## src/rtl/ifstage_pkg.sv

```systemverilog
// Shared definitions for the instruction-fetch stage: FSM encoding and word size.
package ifstage_pkg;

  typedef enum logic [1:0] {
    S_REQ  = 2'd0,
    S_HOLD = 2'd1,
    S_ERR  = 2'd2
  } fetch_state_e;

  localparam logic [31:0] WORD_BYTES = 32'd4;

endpackage

```

## src/rtl/pc_next_unit.sv

```systemverilog
// Next-PC computation: sequential PC+4 or branch PC+4+(Immed<<2), modulo 2^32.
module pc_next_unit
  import ifstage_pkg::*;
(
  input  logic [31:0] PC,
  input  logic [31:0] Immed,
  input  logic        PC_sel,
  output logic [31:0] next_pc
);

  logic [31:0] seq_pc;
  logic [31:0] br_off;

  always_comb begin
    seq_pc  = PC + WORD_BYTES;
    // Word offset to byte offset; the top two immediate bits fall off.
    br_off  = Immed << 2;
    next_pc = PC_sel ? (seq_pc + br_off) : seq_pc;
  end

endmodule

```

## src/rtl/ifstage_fetch.sv

```systemverilog
// Instruction-fetch stage: holds PC, fetches over a req/ready handshake, registers Instr,
// and trips a sticky watchdog when memory never answers.
module ifstage_fetch
  import ifstage_pkg::*;
#(
  parameter logic [31:0] RESET_PC = 32'h0000_0000,
  parameter int unsigned TIMEOUT  = 16
) (
  input  logic        Clk,
  input  logic        Reset_n,
  input  logic        PC_sel,
  input  logic        PC_LdEn,
  input  logic [31:0] Immed,
  output logic        Mem_req,
  output logic [31:0] Mem_addr,
  input  logic        Mem_ready,
  input  logic [31:0] Mem_rdata,
  output logic [31:0] Instr,
  output logic        Instr_valid,
  output logic [31:0] PC_out,
  output logic        Fetch_err
);

  localparam int unsigned CntW = (TIMEOUT > 1) ? $clog2(TIMEOUT) : 1;
  localparam logic [CntW-1:0] CntLimit = CntW'(TIMEOUT - 1);

  fetch_state_e    state_q, state_d;
  logic [31:0]     pc_q, pc_d;
  logic [31:0]     instr_q, instr_d;
  logic            valid_q, valid_d;
  logic [CntW-1:0] cnt_q, cnt_d;
  logic [31:0]     next_pc;

  pc_next_unit u_pc_next (
    .PC      (pc_q),
    .Immed   (Immed),
    .PC_sel  (PC_sel),
    .next_pc (next_pc)
  );

  always_ff @(posedge Clk or negedge Reset_n) begin
    if (!Reset_n) begin
      state_q <= S_REQ;
      pc_q    <= RESET_PC;
      instr_q <= '0;
      valid_q <= 1'b0;
      cnt_q   <= '0;
    end else begin
      state_q <= state_d;
      pc_q    <= pc_d;
      instr_q <= instr_d;
      valid_q <= valid_d;
      cnt_q   <= cnt_d;
    end
  end

  always_comb begin
    state_d = state_q;
    pc_d    = pc_q;
    instr_d = instr_q;
    valid_d = valid_q;
    cnt_d   = cnt_q;
    unique case (state_q)
      S_REQ: begin
        // Ready wins over the watchdog limit on the same edge.
        if (Mem_ready) begin
          instr_d = Mem_rdata;
          valid_d = 1'b1;
          cnt_d   = '0;
          state_d = S_HOLD;
        end else if (cnt_q == CntLimit) begin
          valid_d = 1'b0;
          state_d = S_ERR;
        end else begin
          cnt_d = cnt_q + 1'b1;
        end
      end
      S_HOLD: begin
        if (PC_LdEn) begin
          pc_d    = next_pc;
          valid_d = 1'b0;
          cnt_d   = '0;
          state_d = S_REQ;
        end
      end
      S_ERR: begin
        valid_d = 1'b0;
      end
      default: begin
        valid_d = 1'b0;
        state_d = S_ERR;
      end
    endcase
  end

  assign Mem_req     = (state_q == S_REQ) && Reset_n;
  assign Mem_addr    = pc_q;
  assign PC_out      = pc_q;
  assign Instr       = instr_q;
  assign Instr_valid = valid_q;
  assign Fetch_err   = (state_q == S_ERR);

endmodule

```

## config.mk

```make
export PLATFORM = sky130hd
export DESIGN_NAME = ifstage_fetch
export DESIGN_NICKNAME = d
export VERILOG_FILES = /design/src/rtl/ifstage_pkg.sv /design/src/rtl/pc_next_unit.sv /design/src/rtl/ifstage_fetch.sv
export SDC_FILE = /design/constraint.sdc
export NUM_CORES = 1
export LEC_CHECK = 0
export CORE_ASPECT_RATIO = 1.25
export CORE_MARGIN = 5
export CORE_UTILIZATION = 45
export DETAILED_ROUTE_END_ITERATION = 10
export PLACE_DENSITY = 0.77
export SYNTH_ARGS = -nofsm -noshare
export SYNTH_HDL_FRONTEND = slang
export SYNTH_SLANG_ARGS = --single-unit
```

## constraint.sdc

```tcl
create_clock -name Clk -period 4.2 [get_ports Clk]
set_input_delay 0.84 -clock Clk [delete_from_list [all_inputs] [get_ports Clk]]
set_output_delay 0.84 -clock Clk [all_outputs]
set_load 0.03 [all_outputs]
```

==> summary.txt <==
Initial DRC Count: 216
Comb area share: 46.07%
RSZ-0062 raised after global routing: no
Vias in the first global route: 5105
Sequential share of the synthesized area: 31.51%
Signal buffers: 172
Power Total: 0.005209 W
Row count: 45
CTS root buffer: clkbuf_16
Ports: 168
Seq. pwr: 0.00117 W
Most numerous logic cell after layout: clkdlybuf4s50_1
DRT met1 WL: 6262 µm
Share of layout cells above drive strength 1: 11.11%
CP max stage cell: dfrtp_1
Setup slack, reg-to-reg: 0.34 ns
Worst setup margin: 0.3407 ns
Flop count: 69
Clock power frac: 15.1%
Max-area cell share: 31.51%
Vias: 5034
Met3 WL: 1108 µm
Logic pwr share: 62.3%
Synth Cell Area: 0.005480 mm²
Comb pwr: 0.00325 W
Number of synthesized register bits: 69
Register share of the cell area: 23.45%
DP Area: 0.007054 mm²
Flop area: 0.001727 mm²
R2R Path Start: Mem_addr[5]
H-Tree Depth: 3
Tool warnings: 35
Gate Area: 0.003392 mm²
Hold Path Stages: 1
Top class by area: combinational gates
Syn_area_per_cell: 8.984 µm²
Comb area leader: AND-OR/OR-AND gates
Clk cell area share: 4.181%
Inst Count DP: 895
First-pass GRT wire length: 25010 µm
Hold buffers post-CTS: 0
Most common cell in the synthesized netlist: dfrtp_1
Worst r2r path cells: 15
Highest Signal Layer: met4
Cell Chain, Critical Path: nand3_2 -> nor2_2 -> nand2_1 -> nor2_1 -> nand2_1 -> xnor2_1 -> ha_1 -> and3_1 -> a221oi_2 -> a31oi_1 -> o21ai_1 -> a21boi_1 -> o2111ai_1 -> mux2_1 -> o211ai_1
Worst min-delay path category: reg2reg
Detailed Route WL: 15480 µm
WP data arrival: 4.09 ns
Inverters: 12
MUX area fraction: 8.105%
Slew HR: 41.29%
Crit. path cell count: 15
Multi-In Gates: 478
Tap Cells: 164
Sequential share of power: 22.6%
Status: completed
Gate Count Post-Synth: 610
==> stage by stage <==
step / hold WS [ns] / utilization [%]
after floorplan: 0.4726 / -
after global placement: 0.4867 / 58.55
after detailed placement: 0.4940 / 58.55
after CTS: 0.5068 / 61.10
after global routing: 0.5207 / 61.10
final: 0.5017 / 61.10
==> worst max path at each step <==
stage / from / to / slack [ns]
floorplan: Mem_addr[5] / Mem_addr[31] / 0.49
global placement: Immed[0] / Mem_addr[22] / 0.43
detailed placement: Immed[0] / Mem_addr[24] / 0.40
CTS: Mem_addr[5] / Mem_addr[29] / 0.36
global route: Mem_addr[2] / Mem_addr[29] / 0.09
finish: Mem_addr[5] / Mem_addr[29] / 0.34
==> state kept, by name, indices dropped and copies added, names as in the netlist <==
signal	flops
Instr	32
Mem_addr	30
cnt_q	4
state_q	2
Instr_valid	1
Track usage over the die:
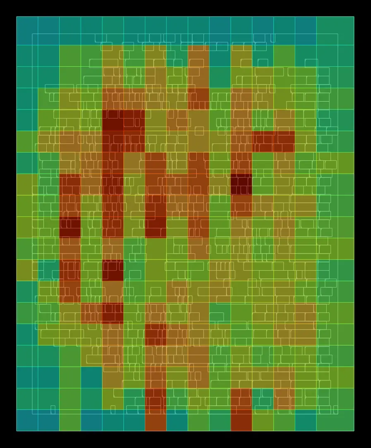
global-route usage over all layers: 21.41%
fin util: 61.10%
met1 usage: 25.46%
WL/cell: 16.99 µm

Cell area per tile:
Scale bar: 20 µm. The die is cut into 11 by 13 equal tiles; black is low, pale yellow is high, 0 to 100% covered.
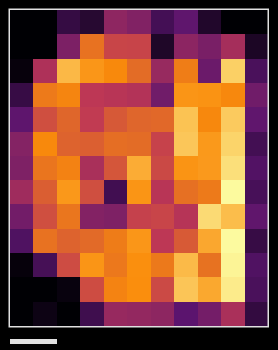
emptiest ninth of the die = bottom left
densest ninth of the die = right middle
mean over tiles = 49%
fullest tile = 99%
tiles over 75% full = 21%
Core Footprint: 0.01205 mm²
floorplan utilization: 45.48%

Power grid:
Scale bar: 20 µm. Pins as bars on the die edge.
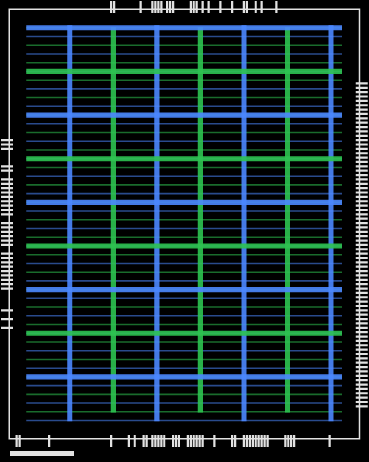
VDD -> green
VSS -> blue
met5 straps = 9
signal pins = 168
met1 rails = 46
rows = 45
Die Wd: 108.7 µm
Die H: 133.4 µm
peak supply drop: 0.0004367 V

Cell classes on the final placement:
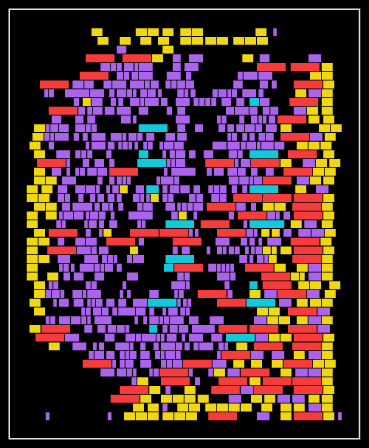
flip-flops -> red  # cells 69
other buffers and delay cells -> yellow  # cells 172
all other logic -> purple  # cells 490
clock drivers and dummy loads -> cyan  # cells 16

Power figures rest on the tool's default switching activity, not on a simulated workload.
